==> src/rtl/nios_system_sysid_ext.sv <==
// ---------------------------------------------------------------------------
// nios_system_sysid_ext
//
// Extended system-ID peripheral for a memory-mapped slave bus. Returns a
// fixed ID word and build timestamp, and maintains a free-running 64-bit
// uptime counter, a seconds counter driven by a prescaler, a sticky tick
// flag, and a small bank of scratch registers.
//
// Word map:
//   0 ID (RO)             1 TIMESTAMP (RO)
//   2 UPTIME_LO (RO)      3 UPTIME_HI snapshot (RO)
//   4 SECONDS (RO)        5 CONTROL (bit0 EN rw, bit1 CLR write-only)
//   6 STATUS (bit0 TICK, write 1 to clear)
//   8 .. 8+NUM_SCRATCH-1  SCRATCH (RW, byte-enabled)
//   anything else reads 0, writes ignored
//
// Ports:
//   clock          rising-edge clock for all state
//   reset_n        synchronous, active-low reset
//   address[3:0]   word address
//   chipselect     qualifies read / write
//   read, write    request strobes
//   writedata[31:0], byteenable[3:0]  write data and byte lanes
//   readdata[31:0] registered read data, held while readdatavalid=0
//   readdatavalid  one-cycle pulse qualifying readdata
//
// Parameters:
//   ID_VALUE, TIMESTAMP  constant words at addresses 0 and 1
//   NUM_SCRATCH          scratch register count, 1..8
//   CLK_FREQ_HZ          clock cycles per seconds increment, >= 2
// ---------------------------------------------------------------------------
module nios_system_sysid_ext #(
   parameter logic [31:0] ID_VALUE    = 32'h0000_0000,
   parameter logic [31:0] TIMESTAMP   = 32'h0000_0000,
   parameter int          NUM_SCRATCH = 4,
   parameter int          CLK_FREQ_HZ = 50000000
) (
   input  logic        clock,
   input  logic        reset_n,
   input  logic [3:0]  address,
   input  logic        chipselect,
   input  logic        read,
   input  logic        write,
   input  logic [31:0] writedata,
   input  logic [3:0]  byteenable,
   output logic [31:0] readdata,
   output logic        readdatavalid
);

   localparam int PRESC_W = (CLK_FREQ_HZ > 2) ? $clog2(CLK_FREQ_HZ) : 1;
   localparam logic [PRESC_W-1:0] PRESC_MAX = PRESC_W'(CLK_FREQ_HZ - 1);

   localparam logic [3:0] ADDR_ID        = 4'd0;
   localparam logic [3:0] ADDR_TIMESTAMP = 4'd1;
   localparam logic [3:0] ADDR_UPTIME_LO = 4'd2;
   localparam logic [3:0] ADDR_UPTIME_HI = 4'd3;
   localparam logic [3:0] ADDR_SECONDS   = 4'd4;
   localparam logic [3:0] ADDR_CONTROL   = 4'd5;
   localparam logic [3:0] ADDR_STATUS    = 4'd6;

   // Replace only the byte lanes selected by be.
   function automatic logic [31:0] byte_merge(input logic [31:0] old_word,
                                              input logic [31:0] new_word,
                                              input logic [3:0]  be);
      logic [31:0] merged;
      merged = old_word;
      for (int b = 0; b < 4; b++) begin
         if (be[b]) merged[b*8 +: 8] = new_word[b*8 +: 8];
      end
      return merged;
   endfunction

   logic [63:0]        uptime;
   logic [31:0]        uptime_hi_snap;
   logic [PRESC_W-1:0] presc;
   logic [31:0]        seconds;
   logic               en;
   logic               tick_flag;
   logic [31:0]        scratch [8];

   logic               rd_acc;
   logic               wr_acc;
   logic               ctrl_wr;
   logic               clr;
   logic               status_clr;
   logic               tick;
   logic               scr_hit;
   logic [31:0]        rd_mux;

   logic [31:0]        rd_data_p1;
   logic               rd_vld_p1;

   assign rd_acc     = chipselect & read;
   assign wr_acc     = chipselect & write;
   assign ctrl_wr    = wr_acc && (address == ADDR_CONTROL) && byteenable[0];
   assign clr        = ctrl_wr && writedata[1];
   assign status_clr = wr_acc && (address == ADDR_STATUS) && byteenable[0] && writedata[0];
   assign tick       = en && (presc == PRESC_MAX);
   // Scratch window starts at 8; entries past NUM_SCRATCH act as unmapped.
   assign scr_hit    = address[3] && (int'(address[2:0]) < NUM_SCRATCH);

   // Counters. CLR wins over any increment or tick on the same edge; the
   // snapshot captures the upper uptime word on the edge that accepts a
   // read of UPTIME_LO so a LO/HI pair reads coherently.
   always_ff @(posedge clock) begin
      if (!reset_n) begin
         uptime         <= '0;
         presc          <= '0;
         seconds        <= '0;
         uptime_hi_snap <= '0;
      end else if (clr) begin
         uptime         <= '0;
         presc          <= '0;
         seconds        <= '0;
         uptime_hi_snap <= '0;
      end else begin
         if (en) begin
            uptime <= uptime + 64'd1;
            presc  <= tick ? '0 : presc + 1'b1;
            if (tick) seconds <= seconds + 32'd1;
         end
         if (rd_acc && (address == ADDR_UPTIME_LO)) begin
            uptime_hi_snap <= uptime[63:32];
         end
      end
   end

   // Control, status and scratch registers.
   always_ff @(posedge clock) begin
      if (!reset_n) begin
         en        <= 1'b1;
         tick_flag <= 1'b0;
         for (int i = 0; i < 8; i++) scratch[i] <= '0;
      end else begin
         if (ctrl_wr) en <= writedata[0];
         // A tick arriving with a clear keeps the flag set.
         if (tick)            tick_flag <= 1'b1;
         else if (status_clr) tick_flag <= 1'b0;
         if (wr_acc && scr_hit) begin
            scratch[address[2:0]] <= byte_merge(scratch[address[2:0]], writedata, byteenable);
         end
      end
   end

   // Read mux sees pre-edge state, so a same-cycle write returns old data.
   always_comb begin
      rd_mux = '0;
      case (address)
         ADDR_ID:        rd_mux = ID_VALUE;
         ADDR_TIMESTAMP: rd_mux = TIMESTAMP;
         ADDR_UPTIME_LO: rd_mux = uptime[31:0];
         ADDR_UPTIME_HI: rd_mux = uptime_hi_snap;
         ADDR_SECONDS:   rd_mux = seconds;
         ADDR_CONTROL:   rd_mux = {31'b0, en};
         ADDR_STATUS:    rd_mux = {31'b0, tick_flag};
         default: begin
            if (scr_hit) rd_mux = scratch[address[2:0]];
         end
      endcase
   end

   // Stage p1: capture accepted read on the accepting edge.
   always_ff @(posedge clock) begin
      if (!reset_n) begin
         rd_vld_p1  <= 1'b0;
         rd_data_p1 <= '0;
      end else begin
         rd_vld_p1 <= rd_acc;
         if (rd_acc) rd_data_p1 <= rd_mux;
      end
   end

   // Output stage: a reset on this edge drops a pending response.
   always_ff @(posedge clock) begin
      if (!reset_n) begin
         readdatavalid <= 1'b0;
         readdata      <= '0;
      end else begin
         readdatavalid <= rd_vld_p1;
         if (rd_vld_p1) readdata <= rd_data_p1;
      end
   end

endmodule

==> config.mk <==
export PLATFORM = sky130hd
export DESIGN_NAME = nios_system_sysid_ext
export DESIGN_NICKNAME = d
export VERILOG_FILES = /design/src/rtl/nios_system_sysid_ext.sv
export SDC_FILE = /design/constraint.sdc
export NUM_CORES = 1
export LEC_CHECK = 0
export CORE_UTILIZATION = 40
export CTS_BUF_LIST = sky130_fd_sc_hd__clkbuf_8
export DETAILED_ROUTE_END_ITERATION = 10
export SLEW_MARGIN = 10
export SYNTH_ARGS = -nofsm -noshare
export SYNTH_HDL_FRONTEND = slang
export SYNTH_SLANG_ARGS = --single-unit
==> constraint.sdc <==
create_clock -name clock -period 3.7 [get_ports clock]
set_clock_uncertainty 0.1 [all_clocks]
set_input_delay 0.37 -clock clock [delete_from_list [all_inputs] [get_ports clock]]
set_output_delay 0.37 -clock clock [all_outputs]
set_load 0.1 [all_outputs]
m3.png
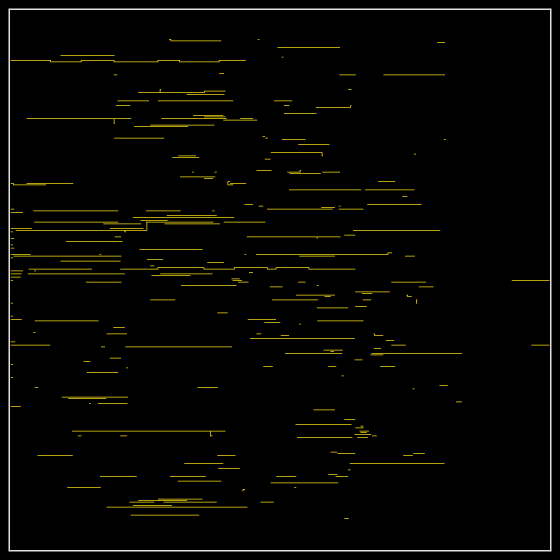
wire length on this layer = 2,830 µm
main direction = horizontal
share of all routed wire = 5.6%
final WL: 50,700 µm
met3 usage: 0.0372

congestion_map.png
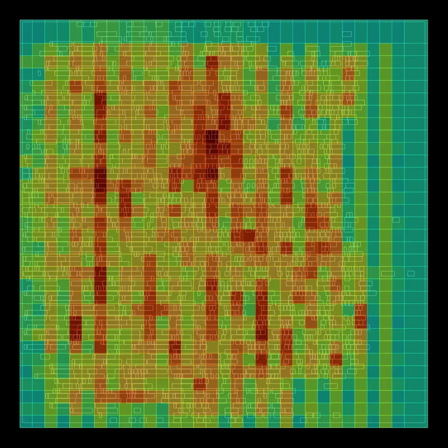
DR WL/cell: 18.6 µm
Layout Utilization: 0.476
GRT Total Usage: 0.201
M1 GR Usage: 0.260
global routing usage on met2: 0.330

==> results.yml <==
# physical design summary
run_status:
  status: "finished clean"
logic_synthesis:
  simple_gate_share: 0.155
  ys_cells: 1784
  top_cell: "nor2_1"
  yosys_area_um2: 20200
  syn_area_per_cell_um2: 11.3
  synth-main-ff-cell: "edfxtp_1"
  mux_area_frac: 0.106
  ys_warn_count: 0
  postSynthCellCount: 1784
  adder_share: 0.00186
global_route:
  grt_max_degree: 52
  antenna_found_initial: 1
  gr-total-overflow: 0
  grt_pass1_wl_um: 78900
layout:
  comb-cell-share: 0.339
  finalInstanceArea_um2: 23800
  dominant_cells: "registers"
  nClkBuffers: 95
  mostFrequentLayoutCell: "nor2_1"
  nets: 2050
  finalNonFillerCells: 2730
  clock_area_frac: 0.0630
place:
  placed_area_um2: 22300
  dp_hpwl_um: 32600
  dp_cells: 2591
  gp_congestion: 0.858
sta:
  rsz0062_at_grt: "false"
  layout_min_cycle_time_ns: 3.01
  setup_tns_ns: 0
critical_path:
  cp.arrival_ns: 3.47
  startpoint: "uptime[23]$_SDFFE_PP0P_"
  r2r_cells: 6
  critPathLaunchType: "register"
  path_delay_family: "simple AND/OR/NAND/NOR gates"
  crit_slowest_cell: "or4_1"
  cp_common_cell: "or4_1"
  critPathBufInv: 1
  crit_path_end: "uptime[56]$_SDFFE_PP0P_"
pwr:
  netSwitchingFraction: 0.236
  p_int_w: 0.00839
  powerSeq_w: 0.00587
  ir_drop_uv: 407
  clock_power_w: 0.00441
  power_leader: "sequential cells"
floorplanning:
  die_h_um: 227
  fp-row-count: 82
  tap_cells: 672
  core_area_um2: 50000
  die_w_um: 227
  fp-utilization: 0.405
route:
  viasPerCell: 5.27
  postRouteAntennaNets: 0
  drtIter0Drc: 1009
  m1WireLength_um: 22000
hold_path:
  min_to: "tick_flag$_SDFFE_PN0P_"
  hp-start: "address[2]"
clocking:
  cts_tree: "built"
  cts_sinks: 478
flow_run:
  warning_count: 26
  drv_cap: 0
ff_map.png
Scale bar: 50 µm.
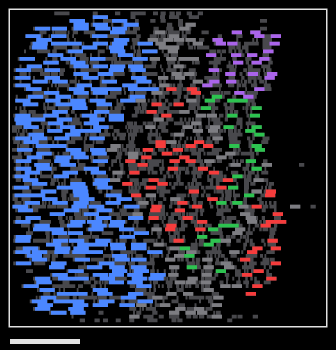
blue -> scratch  # flops 256
purple -> presc  # flops 26, where upper right
red -> uptime  # flops 64
green -> seconds  # flops 32

Power figures rest on the tool's default switching activity, not on a simulated workload.
